--- src/rtl/dds_control_arbiter.sv ---
// -----------------------------------------------------------------------------
// dds_control_pkg + dds_control_arbiter
//
// Purpose: merges two DDS control request streams (A = dwell controller,
// B = host) into the single registered Control_data write port of
// channelized_dds. It also runs a clear-all sequence that writes a "none"
// control word to every channel in turn.
//
// Ports:
//   Clk, Rst_n                   clock (rising edge), async active-low reset
//   Req_a_data / Req_a_ready     requester A request and accept strobe
//   Req_b_data / Req_b_ready     requester B request and accept strobe
//   Clear_req                    one-cycle pulse that starts the clear-all
//   Clear_busy                   high while the clear sequence runs; this is a
//                                direct decode of the FSM state register, so
//                                it doubles as the state debug view
//   Drop_error                   one-cycle pulse when an out-of-range request
//                                was consumed without a write
//   Control_data                 registered write toward channelized_dds
//
// Optional feature (macro DDS_CONTROL_ARBITER_STATS_EN):
//   Grant_count_a, Grant_count_b, Drop_count -- 32-bit saturating counters.
//   A "grant" is any accepted request (ready=1), including one that is then
//   dropped for an out-of-range channel.
//
// Handshake: a requester presents its word with .valid=1 and holds it,
// unchanged, until it sees its ready high in the same cycle. A transfer
// happens on the rising edge where valid and ready are both 1. Ready is
// combinational and never depends on the requester's own ready. An accepted
// in-range word appears on Control_data (with .valid=1) one edge later.
// -----------------------------------------------------------------------------
package dds_control_pkg;

  localparam int CH_FIELD_W = 8;

  typedef enum logic [1:0] {
    dds_control_type_none        = 2'd0,
    dds_control_type_single_tone = 2'd1,
    dds_control_type_sin_sweep   = 2'd2,
    dds_control_type_lin_sweep   = 2'd3
  } dds_control_type_t;

  typedef struct packed {
    logic [31:0] ftw;
    logic [31:0] step;
  } dds_setup_t;

  typedef struct packed {
    logic                  valid;
    logic [CH_FIELD_W-1:0] channel_index;
    dds_control_type_t     control_type;
    dds_setup_t            setup_data;
    logic [31:0]           control_data;
  } dds_control_t;

endpackage

module dds_control_arbiter
  import dds_control_pkg::*;
#(
  parameter int NUM_CHANNELS        = 16,
  parameter int CHANNEL_INDEX_WIDTH = $clog2(NUM_CHANNELS)
) (
  input  logic         Clk,
  input  logic         Rst_n,
  input  dds_control_t Req_a_data,
  output logic         Req_a_ready,
  input  dds_control_t Req_b_data,
  output logic         Req_b_ready,
  input  logic         Clear_req,
  output logic         Clear_busy,
  output logic         Drop_error,
  output dds_control_t Control_data
`ifdef DDS_CONTROL_ARBITER_STATS_EN
  ,
  output logic [31:0]  Grant_count_a,
  output logic [31:0]  Grant_count_b,
  output logic [31:0]  Drop_count
`endif
);

  // One spare bit so the clear counter can reach NUM_CHANNELS, which marks
  // the cycle that shows the final clear write and hands back to ARB.
  localparam int CNT_W = CHANNEL_INDEX_WIDTH + 1;
  localparam logic [CNT_W-1:0] CLR_DONE = CNT_W'(NUM_CHANNELS);
  localparam logic [CH_FIELD_W:0] NUM_CH_L = (CH_FIELD_W + 1)'(NUM_CHANNELS);

  typedef enum logic {
    ST_ARB   = 1'b0,
    ST_CLEAR = 1'b1
  } state_t;

  state_t           state_q, state_d;
  logic             last_b_q, last_b_d;   // 1: B was granted most recently
  logic [CNT_W-1:0] clr_cnt_q, clr_cnt_d;
  dds_control_t     control_q, control_d;
  logic             drop_q, drop_d;

  logic             grant_a;
  logic             grant_b;
  dds_control_t     sel_req;

  function automatic dds_control_t clear_write(input logic [CNT_W-1:0] idx);
    dds_control_t w;
    w               = '0;
    w.valid         = 1'b1;
    w.channel_index = CH_FIELD_W'(idx);
    w.control_type  = dds_control_type_none;
    return w;
  endfunction

  always_comb begin
    state_d         = state_q;
    last_b_d        = last_b_q;
    clr_cnt_d       = clr_cnt_q;
    control_d       = control_q;
    control_d.valid = 1'b0;        // fields hold, valid only for one cycle
    drop_d          = 1'b0;
    grant_a         = 1'b0;
    grant_b         = 1'b0;
    sel_req         = Req_a_data;

    case (state_q)
      ST_ARB: begin
        if (Clear_req) begin
          // Clear wins over pending requests; the first clear write is
          // launched right away so channel 0 shows in the first busy cycle.
          state_d   = ST_CLEAR;
          control_d = clear_write('0);
          clr_cnt_d = CNT_W'(1);
        end else begin
          if (Req_a_data.valid && (!Req_b_data.valid || last_b_q)) begin
            grant_a = 1'b1;
          end else if (Req_b_data.valid) begin
            grant_b = 1'b1;
          end

          if (grant_b) begin
            sel_req = Req_b_data;
          end

          if (grant_a || grant_b) begin
            last_b_d = grant_b;
            if ({1'b0, sel_req.channel_index} < NUM_CH_L) begin
              control_d       = sel_req;
              control_d.valid = 1'b1;
            end else begin
              drop_d = 1'b1;
            end
          end
        end
      end

      ST_CLEAR: begin
        // Clear_req is deliberately not looked at here.
        if (clr_cnt_q == CLR_DONE) begin
          state_d   = ST_ARB;
          clr_cnt_d = '0;
        end else begin
          control_d = clear_write(clr_cnt_q);
          clr_cnt_d = clr_cnt_q + CNT_W'(1);
        end
      end

      default: begin
        state_d   = ST_ARB;
        clr_cnt_d = '0;
      end
    endcase
  end

  always_ff @(posedge Clk or negedge Rst_n) begin
    if (!Rst_n) begin
      state_q   <= ST_ARB;
      last_b_q  <= 1'b1;           // A wins the first tie after reset
      clr_cnt_q <= '0;
      control_q <= '0;
      drop_q    <= 1'b0;
    end else begin
      state_q   <= state_d;
      last_b_q  <= last_b_d;
      clr_cnt_q <= clr_cnt_d;
      control_q <= control_d;
      drop_q    <= drop_d;
    end
  end

  // Readies are gated by reset so nothing is accepted while Rst_n is low.
  assign Req_a_ready  = grant_a & Rst_n;
  assign Req_b_ready  = grant_b & Rst_n;
  assign Clear_busy   = (state_q == ST_CLEAR);
  assign Drop_error   = drop_q;
  assign Control_data = control_q;

`ifdef DDS_CONTROL_ARBITER_STATS_EN
  logic [31:0] grant_cnt_a_q, grant_cnt_a_d;
  logic [31:0] grant_cnt_b_q, grant_cnt_b_d;
  logic [31:0] drop_cnt_q, drop_cnt_d;

  always_comb begin
    grant_cnt_a_d = grant_cnt_a_q;
    grant_cnt_b_d = grant_cnt_b_q;
    drop_cnt_d    = drop_cnt_q;
    if (grant_a && (grant_cnt_a_q != 32'hFFFF_FFFF)) begin
      grant_cnt_a_d = grant_cnt_a_q + 32'd1;
    end
    if (grant_b && (grant_cnt_b_q != 32'hFFFF_FFFF)) begin
      grant_cnt_b_d = grant_cnt_b_q + 32'd1;
    end
    if (drop_d && (drop_cnt_q != 32'hFFFF_FFFF)) begin
      drop_cnt_d = drop_cnt_q + 32'd1;
    end
  end

  always_ff @(posedge Clk or negedge Rst_n) begin
    if (!Rst_n) begin
      grant_cnt_a_q <= '0;
      grant_cnt_b_q <= '0;
      drop_cnt_q    <= '0;
    end else begin
      grant_cnt_a_q <= grant_cnt_a_d;
      grant_cnt_b_q <= grant_cnt_b_d;
      drop_cnt_q    <= drop_cnt_d;
    end
  end

  assign Grant_count_a = grant_cnt_a_q;
  assign Grant_count_b = grant_cnt_b_q;
  assign Drop_count    = drop_cnt_q;
`endif

endmodule

--- config.mk ---
export PLATFORM = sky130hd
export DESIGN_NAME = dds_control_arbiter
export DESIGN_NICKNAME = d
export VERILOG_FILES = /design/src/rtl/dds_control_arbiter.sv
export SDC_FILE = /design/constraint.sdc
export NUM_CORES = 1
export LEC_CHECK = 0
export CORE_MARGIN = 2
export CORE_UTILIZATION = 34
export CTS_CLUSTER_DIAMETER = 40
export DETAILED_ROUTE_END_ITERATION = 12
export PLACE_DENSITY = 0.74
export SLEW_MARGIN = 20
export SYNTH_ARGS = -nofsm -noshare
export SYNTH_HDL_FRONTEND = slang
export SYNTH_SLANG_ARGS = --single-unit
--- constraint.sdc ---
create_clock -name Clk -period 1.8 [get_ports Clk]
set_clock_uncertainty 0.05 [all_clocks]
set_input_delay 0.18 -clock Clk [delete_from_list [all_inputs] [get_ports Clk]]
set_output_delay 0.18 -clock Clk [all_outputs]
set_load 0.03 [all_outputs]
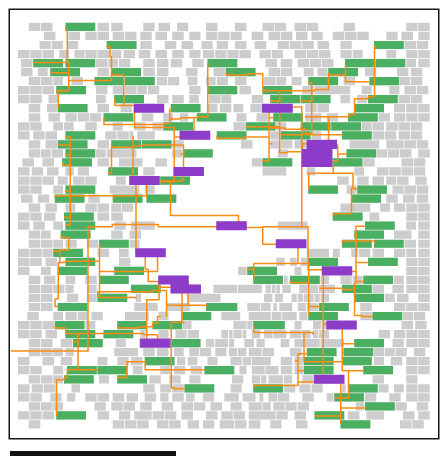
**Above:** clock distribution.
Bar = 50 microns.
[orange] clock wires | length: 1590 microns
[green] flip-flops | count: 115
[purple] cells driving clock nets | count: 17
flops lie: spread over the die
routed clock nets: 18

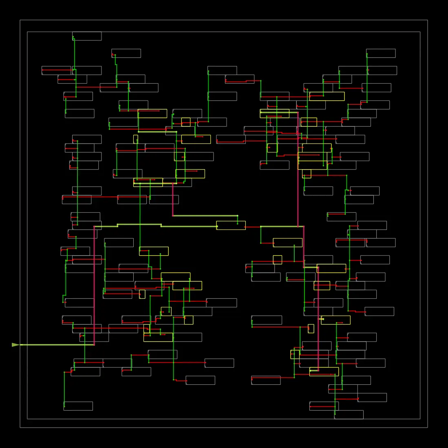
**Above:** clock routing.
Seq cells: 115
CTS sink cnt: 115
clkbuf count: 20
clk pwr: 3180 uW

-- flip-flops by register name (all words and copies together), names as in the netlist --
signal / count
Drop_error: 1
last_b_q: 1
clr_cnt_q: 5
Control_data: 107
Clear_busy: 1
-- worst max-delay path by stage --
| stage | slack, ns | endpoint | depth (start not counted) |
|---|---|---|---|
| after floorplan | 0.01 | Control_data[39] | 8 |
| after global placement | -0.29 | Control_data[105] | 6 |
| after detailed placement | -0.34 | Control_data[86] | 6 |
| after CTS | -0.06 | Control_data[63] | 7 |
| after global routing | -0.06 | Control_data[90] | 8 |
| final | -0.01 | Control_data[91] | 8 |
-- worst max-delay path, delay by kind of cell (launching register included) --
family	cells	cell delay, ns
buffers and inverters	3	0.47
AOI/OAI and AO/OA	3	0.44
DFF	1	0.38
and+or+nand+nor	1	0.25
adders and majority gates	1	0.12
==> out/results.tsv <==
metric	value	unit
Tmin final	1.81	ns
fp util	34.9	%
violated checks	negative setup slack	
cell taking the most area after synthesis	dfrtp_1	
final setup fails	3	
R2R Setup Slk	-0.01	ns
Pleak	0.00442	uW
chip area	16600	sq um
Max-area cell share	53.8	%
Peak VDD IR	0.000608	V
Final WS setup	-0.0141	ns
Cell area leaders	dfrtp_1 54%, mux2i_1 19%, o2bb2ai_1 16%	
Worst path max stage delay	0.38	ns
Syn-to-layout area delta	87.3	%
Synthesized Nets	618	
Tap Count	188	
Top pwr grp	clock	
Top Layout Cells	321 x clkdlybuf4s50_1, 113 x dfrtp_1, 99 x mux2i_1	
Die Y	129	microns
WL/cell	19.3	microns
Late-Pin Clk Latency	0.40	ns
Async S/R FF share, synth	100	%
R2R Path Start	clr_cnt_q[0]	
pin count of the biggest net entering global routing	65	
Critical Path End Type	register	
met3 global-route usage	6.99	%
adder share	0.472	%
CTS tree	yes	
Rel. slew slack	75.6	%
status	finished, violations left	
critical setup path kind	reg -> reg	
Synthesized registers	115	
Seq pwr share	33.1	%
Max Cap Violations	0	
setup total negative slack	-0.0233	ns
CTS buffer count	17	
CORE AREA	15200	sq um
yosys stat cell total	399	
slowest stage cell, crit path	dfrtp_1	
part of the power in combinational logic	30.2	%
worst slew pin tran	0.364	ns
Power is estimated from default activity; no workload was simulated.
